### config.mk
export PLATFORM = sky130hd
export DESIGN_NAME = writeback_regfile
export DESIGN_NICKNAME = d
export VERILOG_FILES = /design/src/rtl/writeback_regfile.sv
export SDC_FILE = /design/constraint.sdc
export NUM_CORES = 2
export LEC_CHECK = 0
export ABC_CLOCK_PERIOD_IN_PS = 2930
export CAP_MARGIN = 5
export CORE_AREA = 3 3 367 369
export DETAILED_ROUTE_END_ITERATION = 7
export DIE_AREA = 0 0 370 372
export PLACE_DENSITY_LB_ADDON = 0.2
export SLEW_MARGIN = 40
export SYNTH_ARGS = -nofsm -noshare
export SYNTH_HDL_FRONTEND = slang
export SYNTH_SLANG_ARGS = --single-unit
### constraint.sdc
create_clock -name clk -period 2.93 [get_ports clk]
set_input_delay 0.586 -clock clk [delete_from_list [all_inputs] [get_ports clk]]
set_output_delay 0.586 -clock clk [all_outputs]
set_load 0.02 [all_outputs]
### src/rtl/writeback_regfile.sv
// writeback_regfile: write-back stage, 32x32 register file with two read ports, commit counter and serial register dump.
// Optional same-cycle write-to-read bypass is enabled by defining WB_BYPASS_EN.
module writeback_regfile (
  input  logic        clk,
  input  logic        rst,
  input  logic [31:0] MW_ALUout,
  input  logic [4:0]  MW_RD,
  input  logic [4:0]  rs_addr,
  input  logic [4:0]  rt_addr,
  output logic [31:0] rs_data,
  output logic [31:0] rt_data,
  output logic [31:0] wb_count,
  input  logic        dump_req,
  output logic        dump_busy,
  output logic        dump_valid,
  output logic [4:0]  dump_idx,
  output logic [31:0] dump_data,
  output logic        dump_done
);
  typedef enum logic [1:0] {IDLE, RUN, DONE} state_t;
  state_t      r_state;
  state_t      w_next_state;
  logic [31:0] r_rf [32];
  logic [31:0] r_wb_count;
  logic [4:0]  r_idx;
  logic        r_dump_valid;
  logic [4:0]  r_dump_idx;
  logic [31:0] r_dump_data;
  logic        r_dump_done;
  logic        w_we;
  assign w_we = MW_RD != 5'd0;
`ifdef WB_BYPASS_EN
  assign rs_data = (rs_addr == 5'd0) ? 32'd0 : (w_we && rs_addr == MW_RD) ? MW_ALUout : r_rf[rs_addr];
  assign rt_data = (rt_addr == 5'd0) ? 32'd0 : (w_we && rt_addr == MW_RD) ? MW_ALUout : r_rf[rt_addr];
`else
  assign rs_data = (rs_addr == 5'd0) ? 32'd0 : r_rf[rs_addr];
  assign rt_data = (rt_addr == 5'd0) ? 32'd0 : r_rf[rt_addr];
`endif
  assign wb_count   = r_wb_count;
  assign dump_busy  = (r_state != IDLE) || r_dump_done;
  assign dump_valid = r_dump_valid;
  assign dump_idx   = r_dump_idx;
  assign dump_data  = r_dump_data;
  assign dump_done  = r_dump_done;
  // Commit the memory-stage result; register 0 is hardwired to zero.
  always_ff @(posedge clk or negedge rst) begin
    if (!rst) begin
      for (int i = 0; i < 32; i++) r_rf[i] <= 32'd0;
    end else if (w_we) begin
      r_rf[MW_RD] <= MW_ALUout;
    end
  end
  // Count committed writes, wrapping at 2^32.
  always_ff @(posedge clk or negedge rst) begin
    if (!rst) r_wb_count <= 32'd0;
    else if (w_we) r_wb_count <= r_wb_count + 32'd1;
  end
  // Dump engine state register.
  always_ff @(posedge clk or negedge rst) begin
    if (!rst) r_state <= IDLE;
    else r_state <= w_next_state;
  end
  // Dump next state: start from IDLE on request, walk 32 registers, one DONE cycle.
  always_comb begin
    w_next_state = IDLE;
    w_next_state = (r_state == IDLE) ? (dump_req ? RUN : IDLE) :
                   (r_state == RUN)  ? ((r_idx == 5'd31) ? DONE : RUN) : IDLE;
  end
  // Dump datapath: emit one register per RUN cycle from the pre-edge file contents.
  always_ff @(posedge clk or negedge rst) begin
    if (!rst) begin
      r_idx        <= 5'd0;
      r_dump_valid <= 1'b0;
      r_dump_idx   <= 5'd0;
      r_dump_data  <= 32'd0;
      r_dump_done  <= 1'b0;
    end else begin
      r_idx        <= (r_state == RUN) ? r_idx + 5'd1 : 5'd0;
      r_dump_valid <= r_state == RUN;
      r_dump_done  <= r_state == DONE;
      if (r_state == RUN) begin
        r_dump_idx  <= r_idx;
        r_dump_data <= r_rf[r_idx];
      end
    end
  end
endmodule

**The metal 1 layer**

The bar under the picture is 100 µm long. Supply wires on this layer in grey.
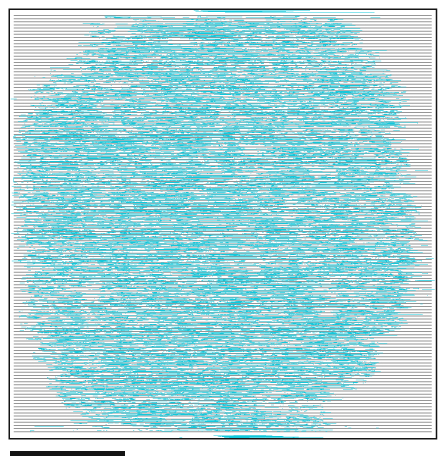
share of all routed wire: 39%
main direction: horizontal

**The metal 2 layer**

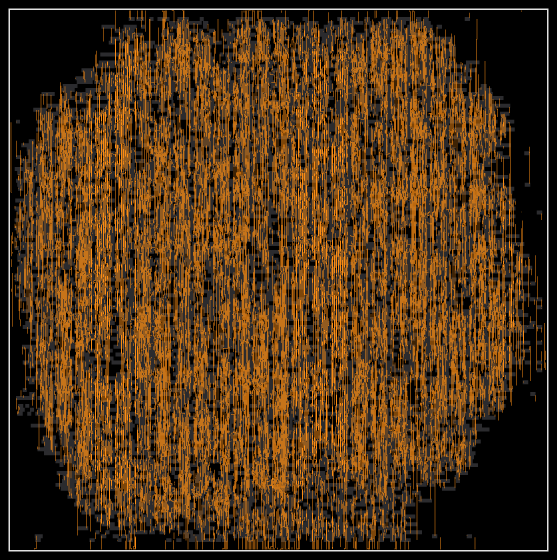
nets with wire on the layer: 4,586
main direction: vertical
longest straight run: 111 µm
wire length on this layer: 106 mm
share of all routed wire: 44%

**Metal 3**

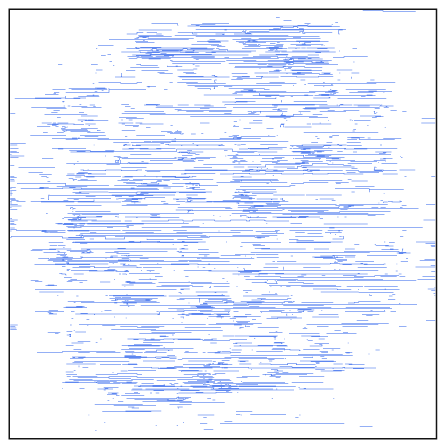
share of all routed wire: 12%
wire length on this layer: 28.8 mm
vias: 48,342
Routed WL: 242 mm
M3 GR Usage: 11.0%

==> run summary <==
run results: Post-synth top flop=dfrtp_1, Reg-to-Reg End=dump_data[15]$_DFFE_PN0P_, failing checks=setup timing, CTS Buf Count=130, Comb pwr share=39.1%, Top reg by flops=r_rf, Final Critical Period=3230 ps, flop count=approximately 1,100, Top class by area=combinational gates, CP startpoint=r_rf[477]$_DFFE_PN0P_, RR Startpoint=r_idx[0]$_DFF_PN0_, H-tree depth=4, Latency at later pin=around 790 ps, CTS tree=built, routability cong.=roughly 0.9, TNS Setup=-8690 ps, via/cell ratio=just over 7, # Post-CTS Setup Buffers=roughly 70, synthesis warning total=0, CORE AREA=131,000 µm², initial antenna violation count=10, Critical Path AT=about 2600 ps, post-route setup slack=-298 ps, final setup fails=approximately 64, Worst Hold Class=in2async, Layout Nets=between 5,000 and 6,000, Area growth syn-to-layout=23.3%, status=complete, but fails checks, clock-pin slew on the worst setup and hold paths=about 60 ps, fraction of registers with async set/reset=100%, OpenROAD warning count=33, post-DP HPWL=157 mm, crit path DRT=2340 ps, Root Buffer=clkbuf_16, Adder Area Share=less than 1%, CP Capture Type=output port, crit path cell chain=mux4_2, mux2i_1, nor2_1, a221oi_2, buf_4, a21oi_4, buf_6
**M4 wires**

Supply wires on this layer in grey.
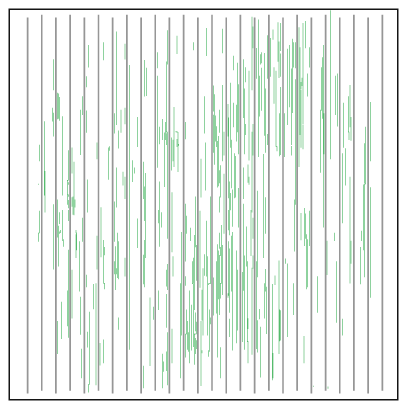
wire length on this layer: 13,100 µm
nets with wire on the layer: 194
longest straight run: 272 µm
main direction: vertical

**Routing congestion map**

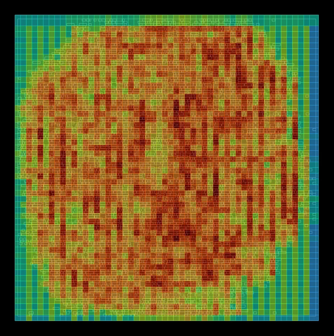
Global Route Usage Sum: 35.2%
met1 usage: 48.4%

[worst max path at each step]
stage	end	slack [ps]	depth (start not counted)
2_1_floorplan	rt_data[22]	230	6
3_3_place_gp	rs_data[29]	-800	7
3_5_place_dp	rs_data[29]	-770	7
4_1_cts	rs_data[29]	-330	7
5_1_grt	rs_data[29]	-380	7
6_report	rs_data[29]	-300	7
[cells in the mapped netlist (2+ instances only)]
master    instances
nand3b_1          4
dfrtp_1        1102
and3_1            5
nor3_1            2
xnor2_1          25
or3_1             2
a32oi_1          28
nand2_1          88
o21ai_1          15
o31ai_1           3
and2_1            8
nor4_2            2
buf_4            61
mux2_2         1093
a221oi_1         20
buf_1            86
nand2b_1          5
buf_6            37
o21ai_0          49
a22oi_1         228
a31oi_1          44
a211o_1           4
nor2_1           53
a21o_1           28
buf_2           141
mux4_2          640
mux2i_1         340
nand3_1          72
nor3_2            3
nor3b_1           3
ha_1              3
clkbuf_1        201
nand4_1           9
nor2b_1          16
or2_2             3
a211oi_1          5
a22o_1            6
a21oi_1          86
xor2_1            8
and4_1            5
mux2_1            8
[power groups by stage]
stage / combinational (mW) / sequential, mW / clock [mW]
final: 26.1 / 23.0 / 17.6
after global routing: 27.3 / 23.4 / 18.3
after CTS: 25.3 / 22.8 / 17.8
after detailed placement: 24.4 / 23.0 / 0
after global placement: 24.0 / 22.9 / 0
after floorplan: 16.7 / 21.6 / 0
[routing by layer]
layer	part of all wire (%)	wire length, µm	track usage [%]	vias up
met2	44	106000	50.4	3193
li1	-	-	-	18786
met1	39	93800	48.4	25610
met3	12	28800	11.0	747
met5	0.028	67	0	-
met4	5.4	13100	18.0	6
[stage by stage]
step                      area (µm²)  std cells
after floorplan                65700       4545
after global placement         73300       6479
after detailed placement       73300       6479
after CTS                      79900       6783
after global routing           81000       6828
final                          81000       6832
Power and IR drop assume default switching activity.
